$ cat src/rtl/spi_frame_ctrl.sv
// spi_frame_ctrl: brings a 16-bit SPI frame into the clk domain, validates its length
// and command, and applies it to a small LED configuration register file.
module spi_frame_ctrl #(
   parameter int DATAWIDTH = 16,
   parameter int NREGS     = 8
) (
   input  logic                 clk,
   input  logic                 reset,
   input  logic [DATAWIDTH-1:0] spi_data,
   input  logic                 spi_data_rdy,
   input  logic                 spi_sclk,
   output logic [NREGS*8-1:0]   led_regs,
   output logic                 frame_valid,
   output logic                 frame_err,
   output logic [7:0]           frame_count
);
   localparam int         ADDRW    = (NREGS > 1) ? $clog2(NREGS) : 1;
   localparam logic [4:0] CNT_MAX  = 5'd31;
   localparam logic [4:0] CNT_FULL = 5'(DATAWIDTH);
   localparam logic [4:0] NREGS_W  = 5'(NREGS);

   typedef enum logic [1:0] {IDLE, RECV, CHECK, APPLY} state_t;
   state_t state_reg, state_next;

   logic       rdy_s1_reg, rdy_s2_reg, rdy_d_reg;
   logic       sclk_s1_reg, sclk_s2_reg, sclk_d_reg;
   logic [2:0] live_reg;
   logic       rdy_fall, rdy_rise, sclk_rise;

   logic             cnt_clr, cnt_inc, pend_set, pend_clr, capture, apply;
   logic [4:0]       cnt_reg;
   logic             pend_reg;
   logic [3:0]       op_reg;
   logic [ADDRW-1:0] addr_reg;
   logic [7:0]       val_reg;
   logic             err_reg;
   logic             cmd_err;
   logic [7:0]       regs_reg [NREGS];

   always_ff @(posedge clk or posedge reset) begin
      if (reset) begin
         rdy_s1_reg  <= 1'b1;
         rdy_s2_reg  <= 1'b1;
         rdy_d_reg   <= 1'b1;
         sclk_s1_reg <= 1'b0;
         sclk_s2_reg <= 1'b0;
         sclk_d_reg  <= 1'b0;
         live_reg    <= '0;
      end else begin
         rdy_s1_reg  <= spi_data_rdy;
         rdy_s2_reg  <= rdy_s1_reg;
         rdy_d_reg   <= rdy_s2_reg;
         sclk_s1_reg <= spi_sclk;
         sclk_s2_reg <= sclk_s1_reg;
         sclk_d_reg  <= sclk_s2_reg;
         live_reg    <= {live_reg[1:0], 1'b1};
      end
   end

   // A fall against the preset idle level is not a real edge: a frame already in
   // progress at reset release must be dropped, so wait until rdy_d holds a real sample.
   assign rdy_fall  = ~rdy_s2_reg & rdy_d_reg & live_reg[2];
   assign rdy_rise  = rdy_s2_reg & ~rdy_d_reg;
   assign sclk_rise = sclk_s2_reg & ~sclk_d_reg;

   always_ff @(posedge clk or posedge reset) begin
      if (reset) state_reg <= IDLE;
      else       state_reg <= state_next;
   end

   always_comb begin
      state_next = state_reg;
      cnt_clr    = 1'b0;
      cnt_inc    = 1'b0;
      pend_set   = 1'b0;
      pend_clr   = 1'b0;
      capture    = 1'b0;
      apply      = 1'b0;
      case (state_reg)
         IDLE: begin
            if (rdy_fall) begin
               state_next = RECV;
               cnt_clr    = 1'b1;
            end
         end
         RECV: begin
            cnt_inc = sclk_rise;
            if (rdy_rise) state_next = CHECK;
         end
         CHECK: begin
            capture    = 1'b1;
            pend_set   = rdy_fall;
            state_next = APPLY;
         end
         APPLY: begin
            apply    = 1'b1;
            pend_clr = 1'b1;
            if (pend_reg || rdy_fall) begin
               state_next = RECV;
               cnt_clr    = 1'b1;
            end else begin
               state_next = IDLE;
            end
         end
         default: state_next = IDLE;
      endcase
   end

   assign cmd_err = (cnt_reg != CNT_FULL) ||
                    (spi_data[15:12] > 4'h2) ||
                    ((spi_data[15:12] == 4'h1) && ({1'b0, spi_data[11:8]} >= NREGS_W));

   always_ff @(posedge clk or posedge reset) begin
      if (reset) begin
         cnt_reg  <= '0;
         pend_reg <= 1'b0;
         op_reg   <= '0;
         addr_reg <= '0;
         val_reg  <= '0;
         err_reg  <= 1'b0;
      end else begin
         if (cnt_clr)                           cnt_reg <= '0;
         else if (cnt_inc && cnt_reg != CNT_MAX) cnt_reg <= cnt_reg + 5'd1;

         if (pend_clr)      pend_reg <= 1'b0;
         else if (pend_set) pend_reg <= 1'b1;

         if (capture) begin
            op_reg   <= spi_data[15:12];
            addr_reg <= spi_data[8 +: ADDRW];
            val_reg  <= spi_data[7:0];
            err_reg  <= cmd_err;
         end
      end
   end

   always_ff @(posedge clk or posedge reset) begin
      if (reset) begin
         frame_valid <= 1'b0;
         frame_err   <= 1'b0;
         frame_count <= '0;
         for (int i = 0; i < NREGS; i++) regs_reg[i] <= '0;
      end else begin
         frame_valid <= apply & ~err_reg;
         frame_err   <= apply & err_reg;
         if (apply && !err_reg) begin
            frame_count <= frame_count + 8'd1;
            case (op_reg)
               4'h1:    regs_reg[addr_reg] <= val_reg;
               4'h2:    for (int i = 0; i < NREGS; i++) regs_reg[i] <= '0;
               default: ;
            endcase
         end
      end
   end

   generate
      for (genvar gi = 0; gi < NREGS; gi++) begin : g_flat
         assign led_regs[gi*8 +: 8] = regs_reg[gi];
      end
   endgenerate
endmodule
$ cat config.mk
export PLATFORM = sky130hd
export DESIGN_NAME = spi_frame_ctrl
export DESIGN_NICKNAME = d
export VERILOG_FILES = /design/src/rtl/spi_frame_ctrl.sv
export SDC_FILE = /design/constraint.sdc
export NUM_CORES = 1
export LEC_CHECK = 0
export CAP_MARGIN = 20
export CORE_AREA = 2 2 97 99
export CTS_CLUSTER_SIZE = 24
export DETAILED_ROUTE_END_ITERATION = 8
export DIE_AREA = 0 0 99 101
export PLACE_DENSITY = 0.83
export SYNTH_ARGS = -nofsm -noshare
export SYNTH_HDL_FRONTEND = slang
export SYNTH_SLANG_ARGS = --single-unit
$ cat constraint.sdc
create_clock -name clk -period 4.7 [get_ports clk]
set_clock_uncertainty 0.05 [all_clocks]
set_input_delay 0.94 -clock clk [delete_from_list [all_inputs] [get_ports clk]]
set_output_delay 0.94 -clock clk [all_outputs]
set_load 0.1 [all_outputs]
Figure 1. Cell outlines without signal wires (run 1).
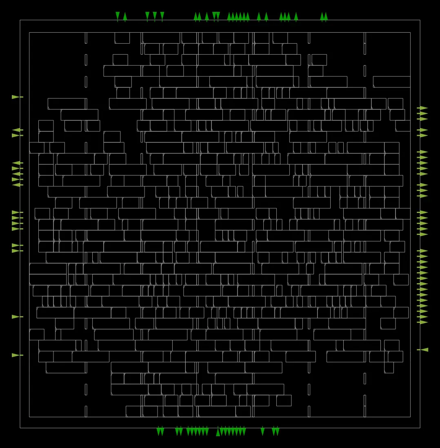
post-route insts no fill: 570
cell row count: 35
sequential cell count: 107
n_taps: 111

Figure 2. Drive-strength map (run 1).
Drawn at 4 px/um.
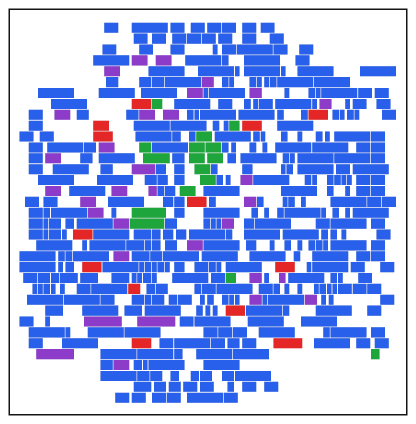
- purple: _2 cells (cells 32; share 7.0%)
- red: _6 and larger (cells 13; share 2.8%)
- blue: _0 and _1 cells (cells 398; share 87%)
- green: _3 and _4 cells (cells 16; share 3.5%)

==> Slide: Implementation Results, run 1 <==
Flow Results at a Glance

Synth
  – Post-synth area hogs: dfrtp_1 (60%), o21ai_1 (5.6%), nand2_1 (5.1%), mux2_2 (4.4%), ha_1 (2.6%)
  – Share of the synthesized area in the top cell type: 0.5994
  – Syn Area/Cell: 12.09 um2
  – Synthesized registers: 107
  – Syn Std Cell Area: 0.004342 mm2
  – Async SR Flop Fraction: 1.000
  – Yosys top cell by area: dfrtp_1
  – Distinct cells, synth: 45
  – Count leader, synth: dfrtp_1
  – Number of synthesized flops with an enable pin: 0
  – Yosys stat cell total: 359
  – Most frequent cells after synthesis: dfrtp_1 (104), nand2_1 (59), o21ai_1 (49)
  – Register area share after synthesis: 0.6176
  – Most used flip-flop cell: dfrtp_1
  – Chip area line of the yosys report: 0.004342 mm2
  – Syn Nets: 388
  – YS warnings: 0
  – Mapped Cells: 359

Worst setup path
  – Worst-case reg-to-reg path depth: 5
  – Critical path class: reg -> out
  – R2r startpoint: state_reg[1]
  – Worst R2R End: led_regs[31]
  – CP Cell Sequence: clkdlybuf4s50_1
  – Worst-path maximum fanout: 5
  – Reg2reg setup slack: 2.14 ns
  – Arr. time, crit path: 1.98 ns
  – CP Capture Type: output port
  – Worst path top cell family by delay: buffers and inverters
  – Worst Setup EP: frame_count[0]
  – Slowest CP cell: clkdlybuf4s50_1
  – Crit path buf inv count: 1
  – Worst path depth: 1
  – Crit start category: flop
  – Worst path max stage delay: 1.16 ns
  – CP Data Required Time: 3.71 ns
  – Critical Path Start: frame_count[0]

Cells and area
  – # diodes: 0
  – Nets@finish: 483
  – Top cells excl fill/tap: dfrtp_1 (104), clkdlybuf4s50_1 (93), nand2_1 (59)
  – Area growth syn-to-layout: 28.16%
  – Dominant logic cell type in the layout: dfrtp_1
  – Max reg flops: 64
  – Layout cells sized above 1: 0.1329

Clock tree
  – Late-Pin Clk Latency: 0.38 ns
  – Hold buffers post-CTS: 0
  – CTS sink count: 107
  – H-tree levels: 3
  – TritonCTS clock tree: done
  – Clock Pin Slew Worst Setup and Hold Paths: 0.10 ns
  – Total CTS buffers: 9
  – CTS Root Buffer Type: clkbuf_8
  – Postcts setup bufs: 0
  – Post_cts resized: 0
  – Buffers from clock root to sink, at most: 2

STA
  – Setup TNS: 0 ns
  – Hold WS: 0.3033 ns
  – Fmax: 336.1 MHz
  – Final min period: 2.975 ns
  – Final Setup Violations: 0
  – Actual slew at the worst max-slew pin: 1.027 ns
  – Unrepaired setup endpoints after global routing: false
  – Worst slew margin: 0.3063
  – Fin crit share: 0.6330
  – Final max-slew violation count: 0
  – Final hold viol count: 0

Global route
  – Met3 Use GR: 0.04508
  – Vias in the first global route: 3037
  – Largest net degree at the start of global routing: 91
  – First-pass GRT wire length: 15500 um
  – GRT busiest layer: met2
  – Grt total ovfl: 0
  – Antenna violations before repair: 0
  – Met1 Usage GRT: 0.2667
  – Met2 Usage GRT: 0.3332

Flow run
  – Max-cap violations: 0
  – Log Warnings: 31

Place
  – RePlAce Congestion: 0.8145
  – Post-DP HPWL: 6892 um
  – Buffers on Ports: 93

Die
  – Top Ports: 94
  – Core Util at FP: 0.4836
  – Die W: 99 um
  – Die y size: 101 um
  – DIE AREA: 0.009999 mm2
  – Core area: 0.008977 mm2

Min path
  – HP Class: reg -> reg
  – Worst Hold Endpoint: live_reg[2]
  – Worst hold start: live_reg[1]
  – WHS Path Cells: 0

Power
  – P_leak: 2.427 nW
  – VDD IR-drop max: 0.3437 mV
  – Power Density: 401.1 mW/mm2

Routing
  – ANT nets after route: 0
  – Drt pass-1 iters: 4
  – Iteration-0 DRC Markers: 179
  – Post-route DRC: 0
  – Via count: 3102
  – Vias per inst: 5.442

Run status
  – Status: completed
Figure 3. Routed metal, one color a layer (run 1).
Drawn at 4 px/um. Two of the layers only.
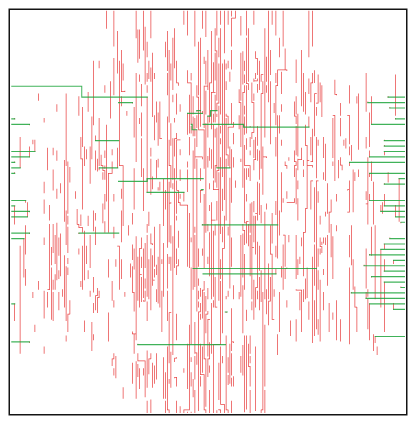
- red: metal 2 (wire length 4880 um)
- green: metal 3 (wire length 465 um)
gr usage total: 0.2004
WL per Instance: 17.13 um
total wire length: 9766 um

Figure 4. Wires at chosen ports, followed through buffers (run 1).
Drawn at 3 px/um.
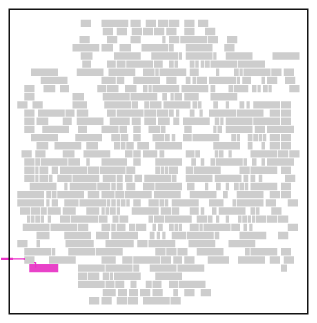
- magenta: spi_data_rdy (direction input; end cells 1; buffers 1; wire 6.70 um)

[run 1: final cells by class]
| class | count | area (um2) |
|---|---|---|
| sequential | 107 | 2681 |
| clock buffer | 10 | 137.6 |
| inverter | 5 | 21.27 |
| fill | 714 | 3413 |
| tap | 111 | 138.9 |
| clock inverter | 6 | 48.80 |
| multi-input combinational | 236 | 1578 |
| timing repair buffer | 95 | 958.4 |
[run 1: routing by layer]
metal,vias to the layer above,share of wire
met5,-,0
met4,0,0.0089
met3,11,0.048
met2,76,0.50
met1,1575,0.44
li1,1440,-
[run 1: power breakdown]
| group | internal, mW | total [mW] | switching (mW) |
|---|---|---|---|
| Combinational | 0.233 | 0.501 | 0.268 |
| Sequential | 1.02 | 1.19 | 0.170 |
| Clock | 0.213 | 0.539 | 0.327 |
[run 1: through the flow]
step                utilization  setup slack (ns)  instance area, um2  power, mW  std cells
floorplan                     -            0.8977                4342      1.578        359
detailed placement       0.5968             2.136                5358      1.701        553
global route             0.6198             1.663                5564      2.343        570
CTS                      0.6176             1.711                5544      2.241        569
global placement         0.5968             2.154                5358      1.671        553
finish                   0.6198             1.725                5564      2.232        570
[run 1: cells by family after synthesis]
kind of cell / after synthesis / synth area share
AND/OR/NAND/NOR: 117 / 0.1550
flip-flops: 107 / 0.6176
AND-OR/OR-AND: 80 / 0.1112
multiplexers: 18 / 0.04640
buffers and inverters: 16 / 0.01902
XOR/XNOR: 11 / 0.02392
adder cells (fa/ha/maj): 9 / 0.02594
other: 1 / 0.0008637
==> inputs of run 2 (changes only) <==
--- a/config.mk
+++ b/config.mk
@@ -6,11 +6,11 @@
 export NUM_CORES = 1
 export LEC_CHECK = 0
 export CAP_MARGIN = 20
-export CORE_AREA = 2 2 97 99
+export CORE_AREA = 2 2 102 104
 export CTS_CLUSTER_SIZE = 24
 export DETAILED_ROUTE_END_ITERATION = 8
-export DIE_AREA = 0 0 99 101
-export PLACE_DENSITY = 0.83
+export DIE_AREA = 0 0 104 106
+export PLACE_DENSITY = 0.79
 export SYNTH_ARGS = -nofsm -noshare
 export SYNTH_HDL_FRONTEND = slang
 export SYNTH_SLANG_ARGS = --single-unit
==> constraint.sdc (replaced) <==
create_clock -name clk -period 2.5 [get_ports clk]
set_clock_uncertainty 0.05 [all_clocks]
set_input_delay 0.5 -clock clk [delete_from_list [all_inputs] [get_ports clk]]
set_output_delay 0.5 -clock clk [all_outputs]
set_load 0.1 [all_outputs]
Figure 5. Drive-strength map (run 2).
Drawn at 4 px/um.
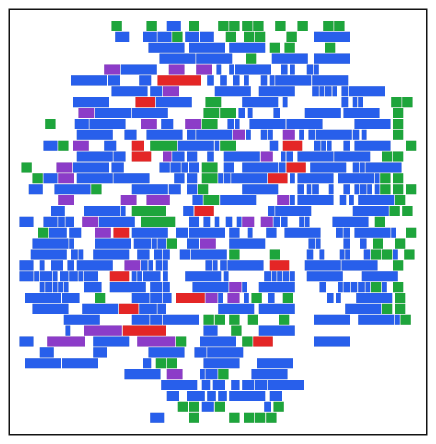
- red: _6 and larger (cells 15; share 3.2%)
- blue: _0 and _1 cells (cells 324; share 70%)
- green: _3 and _4 cells (cells 94; share 20%)
- purple: _2 cells (cells 31; share 6.7%)
Repair and plain buffers: 100
final instance area: 0.005495 mm2
Area growth syn-to-layout: 26.57%
final setup margin: 0.3466 ns

Figure 6. Routed metal, one color a layer (run 2).
Drawn at 4 px/um. Two of the layers only.
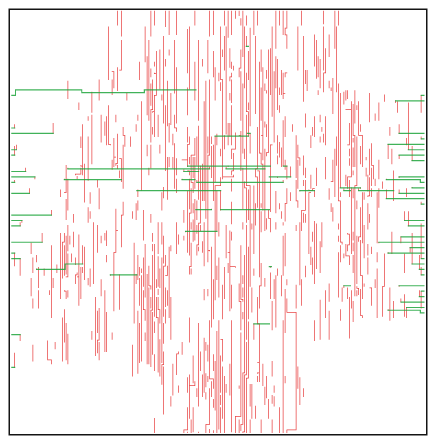
- red: metal 2 (wire length 4640 um)
- green: metal 3 (wire length 461 um)
total wire length: 9552 um
via count: 3087
gr usage total: 0.1774
WL per Instance: 15.92 um

==> run 2 against run 1 <==
Synthesized cell count is the same. Hold slack gained 0.0068 ns. Clock-buffer cell count is the same. First-iteration DRC count shrank 43%. Clock power grew 120%. Sequential power grew 88%. Combinational power grew 88%. Register-to-register slack lost 1.8 ns. Total power grew 96%. Largest power group unchanged.
==> Slide: Implementation Results, run 2 <==
Flow Results at a Glance

Run status
  – Status: completed

Die
  – Die W: 104 um (+5.1%)
  – Cell row count: 37 (+5.7%)
  – Core Util at FP: 0.4342 (-0.04944)
  – Top Ports: 94 (unchanged)
  – Core area: 0.01000 mm2 (+11%)
  – DIE AREA: 0.01102 mm2 (+10%)
  – Die y size: 106 um (+5.0%)

Cells and area
  – Fillers: 886 (+24%)
  – Fin util: 0.5496 (-0.07024)
  – Post-route insts no fill: 600 (+5.3%)
  – Top cells excl fill/tap: dfrtp_1 (104), buf_4 (80), nand2_1 (59)
  – Comb gate area: 0.001578 mm2 (unchanged)
  – Seq. cell area: 0.002681 mm2 (unchanged)
  – Dominant logic cell type in the layout: dfrtp_1
  – # diodes: 0 (unchanged)
  – Layout cells sized above 1: 0.3017 (+0.1688)
  – Max reg flops: 64 (unchanged)
  – Nets@finish: 488 (+1.0%)

STA
  – Final min period: 2.153 ns
  – Actual slew at the worst max-slew pin: 0.7205 ns (-0.3060 ns)
  – Setup TNS: 0 ns (unchanged)
  – Worst slew margin: 0.5176 (+0.2112)
  – Final Setup Violations: 0 (unchanged)
  – Fmax: 464.4 MHz
  – Final max-slew violation count: 0 (unchanged)
  – Final hold viol count: 0 (unchanged)
  – Unrepaired setup endpoints after global routing: false
  – Fin crit share: 0.8614
  – Hold WS: 0.3101 ns (+0.006809 ns)

Synth
  – Yosys stat cell total: 359 (unchanged)
  – Synthesized registers: 107 (unchanged)
  – Yosys top cell by area: dfrtp_1
  – Async SR Flop Fraction: 1.000 (unchanged)
  – Share of the synthesized area in the top cell type: 0.5994 (unchanged)
  – Register area share after synthesis: 0.6176 (unchanged)
  – Most used flip-flop cell: dfrtp_1
  – Number of synthesized flops with an enable pin: 0 (unchanged)
  – Syn Std Cell Area: 0.004342 mm2 (unchanged)
  – Distinct cells, synth: 45 (unchanged)
  – YS warnings: 0 (unchanged)
  – Syn Area/Cell: 12.09 um2 (unchanged)
  – Count leader, synth: dfrtp_1
  – Most frequent cells after synthesis: dfrtp_1 (104), nand2_1 (59), o21ai_1 (49)
  – Mapped Cells: 359 (unchanged)
  – Syn Nets: 388 (unchanged)
  – Post-synth area hogs: dfrtp_1 (60%), o21ai_1 (5.6%), nand2_1 (5.1%), mux2_2 (4.4%), ha_1 (2.6%)
  – Chip area line of the yosys report: 0.004342 mm2 (unchanged)

Clock tree
  – H-tree levels: 3 (unchanged)
  – TritonCTS clock tree: done
  – Hold buffers post-CTS: 0 (unchanged)
  – Late-Pin Clk Latency: 0.36 ns (-0.02 ns)
  – CTS sink count: 107 (unchanged)
  – Total CTS buffers: 9 (unchanged)
  – CTS Root Buffer Type: clkbuf_8
  – Buffers from clock root to sink, at most: 2 (unchanged)
  – Clock Pin Slew Worst Setup and Hold Paths: 0.10 ns (about the same)
  – Post_cts resized: 0 (unchanged)
  – Postcts setup bufs: 0 (unchanged)

Worst setup path
  – R2r startpoint: state_reg[1]
  – Worst R2R End: led_regs[62]
  – Arr. time, crit path: 2.39 ns (+0.41 ns)
  – CP Capture Type: flop
  – CP Data Required Time: 2.74 ns (-0.97 ns)
  – Worst path max stage delay: 0.50 ns (-0.66 ns)
  – Slowest CP cell: nor4b_4
  – CP Cell Sequence: ha_1 > nor4b_4 > and3b_1 > buf_4 > nand2_4 > o21ai_1
  – Worst-case reg-to-reg path depth: 6 (+1)
  – Worst Setup EP: led_regs[62]
  – Critical path class: reg -> reg
  – Worst-path maximum fanout: 10 (+5)
  – Reg2reg setup slack: 0.35 ns (-1.79 ns)
  – Critical Path Start: state_reg[1]
  – Crit start category: flop

Routing
  – Drt pass-1 iters: 4 (unchanged)
  – Vias per inst: 5.145 (-5.5%)
  – Iteration-0 DRC Markers: 102 (-43%)
  – ANT nets after route: 0 (unchanged)
  – Post-route DRC: 0 (unchanged)

Power
  – P_leak: 2.621 nW (+8.0%)
  – Clock Power Share: 0.273 (+0.031)
  – Sw Ratio: 0.3233 (-0.01934)
  – Gate power share: 0.215 (-0.009)
  – Tot Pwr: 4.382 mW (+96%)
  – Sequential power share: 0.512 (-0.022)
  – Power Density: 797.4 mW/mm2 (+99%)
  – VDD IR-drop max: 0.4745 mV (+38%)
  – Psw: 1.417 mW (+85%)
  – Pint: 2.965 mW (+100%)

Place
  – Buffers on Ports: 93 (unchanged)
  – DP Area: 0.005263 mm2 (-1.8%)
  – Post-DP HPWL: 6963 um (+1.0%)
  – RePlAce Congestion: 0.7768 (-4.6%)
  – Cell Count Post-Placement: 584 (+5.6%)
  – Pre-CTS WS: 0.3724 ns (-1.763 ns)

Flow run
  – Max-cap violations: 0 (unchanged)
  – Log Warnings: 31 (unchanged)

Global route
  – Vias in the first global route: 3102 (+2.1%)
  – First-pass GRT wire length: 15370 um (-0.80%)
  – Largest net degree at the start of global routing: 60 (-34%)
  – Grt total ovfl: 0 (unchanged)
  – Antenna violations before repair: 0 (unchanged)

Min path
  – Worst hold start: live_reg[0]
  – HP Class: reg -> reg
-- run 2: cell counts after synthesis --
Identical to the previous run, type by type.
-- run 2: worst min-delay path by stage --
stage | end | slack (ns) | depth (start not counted)
finish | live_reg[1] | 0.31 | 0
floorplan | live_reg[1] | 0.28 | 0
global route | rdy_s2_reg | 0.31 | 0
detailed placement | live_reg[1] | 0.29 | 0
CTS | rdy_s2_reg | 0.31 | 0
global placement | live_reg[1] | 0.28 | 0
-- run 2: power groups by stage --
stage | Clock [mW] | Combinational (mW) | Sequential [mW]
final | 1.20 | 0.943 | 2.24
after global placement | 0 | 0.907 | 2.25
after detailed placement | 0 | 0.946 | 2.27
after floorplan | 0 | 0.777 | 2.19
after global routing | 1.28 | 1.04 | 2.27
after CTS | 1.22 | 0.953 | 2.24
-- run 2: logic make-up after synthesis --
family | share of synthesized area
flops | 0.6176
mux | 0.04640
other cells | 0.0008637
fa+ha+maj | 0.02594
xor+xnor | 0.02392
compound gates | 0.1112
buf+inv | 0.01902
simple gates | 0.1550
-- run 2: worst max-delay path, delay by kind of cell, from the launching register on --
kind	cells	cell delay (ns)
AOI/OAI and AO/OA	1	0.17
adders and majority gates	1	0.29
buffers and inverters	1	0.25
DFF	1	0.43
and+or+nand+nor	3	0.88
-- run 2: final cells by class --
class	instances	area share
sequential	107	0.4879
multi-input combinational	236	0.2871
timing repair buffer	100	0.1475
tap	136	0.03097
clock buffer	10	0.02505
clock inverter	6	0.01730
inverter	5	0.004098
-- run 2: routing by layer --
metal	track usage	part of all wire	wire length [um]	vias to the layer above
li1	-	-	-	1447
met1	0.2351	0.45	4314	1535
met2	0.2946	0.49	4644	93
met3	0.03311	0.048	460	12
met4	0.06274	0.014	133	0
met5	0	0	0	-
==> inputs of run 3 (changes only) <==
--- a/config.mk
+++ b/config.mk
@@ -11,6 +11,8 @@
 export DETAILED_ROUTE_END_ITERATION = 8
 export DIE_AREA = 0 0 104 106
 export PLACE_DENSITY = 0.79
+export REMOVE_ABC_BUFFERS = 1
+export SKIP_LAST_GASP = 1
 export SYNTH_ARGS = -nofsm -noshare
 export SYNTH_HDL_FRONTEND = slang
 export SYNTH_SLANG_ARGS = --single-unit
Figure 7. Cell outlines without signal wires (run 3).
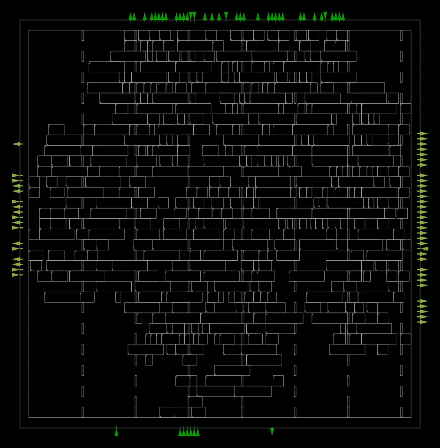
sequential share of cell area: 0.4908
core area: 0.01000 mm2

Figure 8. Wires at chosen ports, followed through buffers (run 3).
Drawn at 2 px/um.
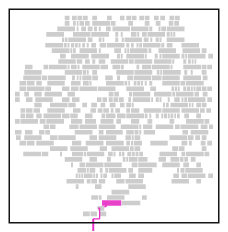
- magenta: spi_data_rdy (direction input; end cells 1; buffers 1; wire 13.4 um)
Buffers on Ports: 93
Top Ports: 94

==> run 3 against run 2 <==
Fmax increased by 7.0%. Global-route usage increased by 0.23 points. Flip-flop count unchanged. Largest power group unchanged. Highest routed layer unchanged. Via count decreased by 0.65%. Critical path type unchanged. Area after synthesis unchanged.
==> Slide: Implementation Results, run 3 <==
Flow Results at a Glance

Global route
  – First-pass GRT wire length: 15700 um (+2.1%)
  – Grt total ovfl: 0 (unchanged)
  – Vias in the first global route: 3077 (-0.81%)
  – Gr usage total: 0.1797 (+0.002252)
  – Largest net degree at the start of global routing: 68 (+13%)
  – Antenna violations before repair: 0 (unchanged)

STA
  – Unrepaired setup endpoints after global routing: false
  – Hold WS: 0.3037 ns (-0.006386 ns)
  – Actual slew at the worst max-slew pin: 0.7541 ns (+0.03363 ns)
  – Final Setup Violations: 0 (unchanged)
  – Final max-slew violation count: 0 (unchanged)
  – Worst slew margin: 0.4973 (-0.02031)
  – Final min period: 2.013 ns (-0.1403 ns)
  – Fmax: 496.7 MHz (+7.0%)
  – Final hold viol count: 0 (unchanged)
  – Final setup margin: 0.4868 ns (+0.1403 ns)
  – Fin crit share: 0.8053 (-0.05611)
  – Setup TNS: 0 ns (unchanged)

Worst setup path
  – CP Capture Type: flop
  – Reg2reg setup slack: 0.49 ns (+0.14 ns)
  – Critical path class: reg -> reg
  – Worst-path maximum fanout: 10 (unchanged)
  – CP Data Required Time: 2.73 ns (about the same)
  – Arr. time, crit path: 2.25 ns (-0.14 ns)
  – Crit start category: flop

Clock tree
  – Post_cts resized: 0 (unchanged)
  – CTS sink count: 107 (unchanged)
  – Postcts setup bufs: 0 (unchanged)
  – Late-Pin Clk Latency: 0.36 ns (about the same)
  – TritonCTS clock tree: done
  – CTS Root Buffer Type: clkbuf_8
  – Total CTS buffers: 9 (unchanged)
  – Buffers from clock root to sink, at most: 2 (unchanged)
  – Clock Pin Slew Worst Setup and Hold Paths: 0.11 ns (about the same)
  – Hold buffers post-CTS: 0 (unchanged)
  – H-tree levels: 3 (unchanged)

Routing
  – ANT nets after route: 0 (unchanged)
  – WL per Instance: 15.85 um (-0.44%)
  – Iteration-0 DRC Markers: 154 (+51%)
  – Total wire length: 9494 um (-0.61%)
  – Via count: 3067 (-0.65%)
  – Vias per inst: 5.120 (-0.48%)
  – Drt pass-1 iters: 4 (unchanged)
  – Post-route DRC: 0 (unchanged)

Cells and area
  – Layout cells sized above 1: 0.3002 (-0.001508)
  – Seq. cell area: 0.002681 mm2 (unchanged)
  – Comb gate area: 0.001578 mm2 (unchanged)
  – Max reg flops: 64 (unchanged)
  – Dominant logic cell type in the layout: dfrtp_1
  – # diodes: 0 (unchanged)
  – Area growth syn-to-layout: 25.82%
  – Final instance area: 0.005463 mm2 (-0.59%)
  – Fillers: 844 (-4.7%)
  – Fin util: 0.5463 (-0.003254)
  – Nets@finish: 487 (-0.20%)
  – Top cells excl fill/tap: dfrtp_1 (104), buf_4 (79), nand2_1 (59)
  – Post-route insts no fill: 599 (-0.17%)

Power
  – Tot Pwr: 4.228 mW (-3.5%)
  – Gate power share: 0.225 (+0.010)
  – Sw Ratio: 0.3454 (+0.02208)
  – Pint: 2.768 mW (-6.7%)
  – P_leak: 2.610 nW (-0.43%)
  – VDD IR-drop max: 0.4603 mV (-3.0%)
  – Power Density: 774.0 mW/mm2 (-2.9%)
  – Psw: 1.461 mW (+3.1%)
  – Clock Power Share: 0.249 (-0.024)
  – Sequential power share: 0.526 (+0.014)

Synth
  – Mapped Cells: 359 (unchanged)
  – Register area share after synthesis: 0.6176 (unchanged)
  – Syn Std Cell Area: 0.004342 mm2 (unchanged)
  – Share of the synthesized area in the top cell type: 0.5994 (unchanged)
  – Post-synth area hogs: dfrtp_1 (60%), o21ai_1 (5.6%), nand2_1 (5.1%), mux2_2 (4.4%), ha_1 (2.6%)
  – Yosys stat cell total: 359 (unchanged)
  – Synthesized registers: 107 (unchanged)
  – Count leader, synth: dfrtp_1
  – Chip area line of the yosys report: 0.004342 mm2 (unchanged)
  – Yosys top cell by area: dfrtp_1
  – Syn Area/Cell: 12.09 um2 (unchanged)
  – Number of synthesized flops with an enable pin: 0 (unchanged)
  – Async SR Flop Fraction: 1.000 (unchanged)
  – Most frequent cells after synthesis: dfrtp_1 (104), nand2_1 (59), o21ai_1 (49)
  – Distinct cells, synth: 45 (unchanged)
  – YS warnings: 0 (unchanged)
  – Most used flip-flop cell: dfrtp_1

Flow run
  – Max-cap violations: 0 (unchanged)
  – Log Warnings: 30 (-3.2%)

Die
  – Cell row count: 37 (unchanged)
  – DIE AREA: 0.01102 mm2 (unchanged)
  – Die W: 104 um (unchanged)
  – Core Util at FP: 0.4342 (unchanged)
  – Die y size: 106 um (unchanged)

Place
  – Post-DP HPWL: 6761 um (-2.9%)
  – DP Area: 0.005254 mm2 (-0.17%)
  – Pre-CTS WS: 0.5075 ns (+0.1351 ns)
  – Cell Count Post-Placement: 583 (-0.17%)
  – RePlAce Congestion: 0.7934 (+2.1%)

Run status
  – Status: completed

Min path
  – HP Class: reg -> reg
run 3: cell counts after synthesis:
No cell type changed its count.
run 3: layer usage:
metal	vias up	routed length (um)	track usage
li1	1445	-	-
met4	0	150	0.06564
met2	108	4438	0.2829
met3	11	637	0.03311
met1	1503	4268	0.2508
met5	-	0	0
run 3: cell type report:
type                    instances  area share
flip-flops and latches        107      0.4908
multi-input cells             236      0.2888
repair buffers                 99      0.1470
well taps                     136     0.03115
clock buffers                   9     0.02268
clock inverters                 7     0.01557
inverters                       5    0.003894
run 3: critical path: stages (launching register included):
cell     delay (ns)
dfrtp_1        0.43
ha_1           0.31
nor4b_4        0.23
buf_4          0.20
and3b_1        0.17
buf_4          0.24
nand2_4        0.15
o21ai_1        0.16
run 3: cell families after synthesis:
| logic type | after synthesis | synth area share |
|---|---|---|
| other | 1 | 0.0008637 |
| muxes | 18 | 0.04640 |
| AOI/OAI and AO/OA | 80 | 0.1112 |
| DFF | 107 | 0.6176 |
| and+or+nand+nor | 117 | 0.1550 |
| buffers and inverters | 16 | 0.01902 |
| xor gates and xnor gates | 11 | 0.02392 |
| adders and majority gates | 9 | 0.02594 |
run 3: worst paths after layout:
path / endpoint / from / cells past startpoint
worst max-delay path: led_regs[49] / state_reg[1] / 7
worst min-delay path: rdy_s2_reg / rdy_s1_reg / 0
worst max register to register: led_regs[49] / state_reg[1] / 7
worst min register to register: rdy_s2_reg / rdy_s1_reg / 0
max in group asynchronous: addr_reg[1] / reset / 3
min in group asynchronous: frame_count[3] / reset / 2
run 3: power groups by stage:
stage	Sequential, mW	Clock, mW	Combinational [mW]
floorplan	2.23	0	0.699
CTS	2.22	1.08	0.959
finish	2.23	1.05	0.952
global placement	2.24	0	0.917
detailed placement	2.25	0	0.959
global route	2.26	1.15	1.05
Power is estimated from default activity; no workload was simulated.
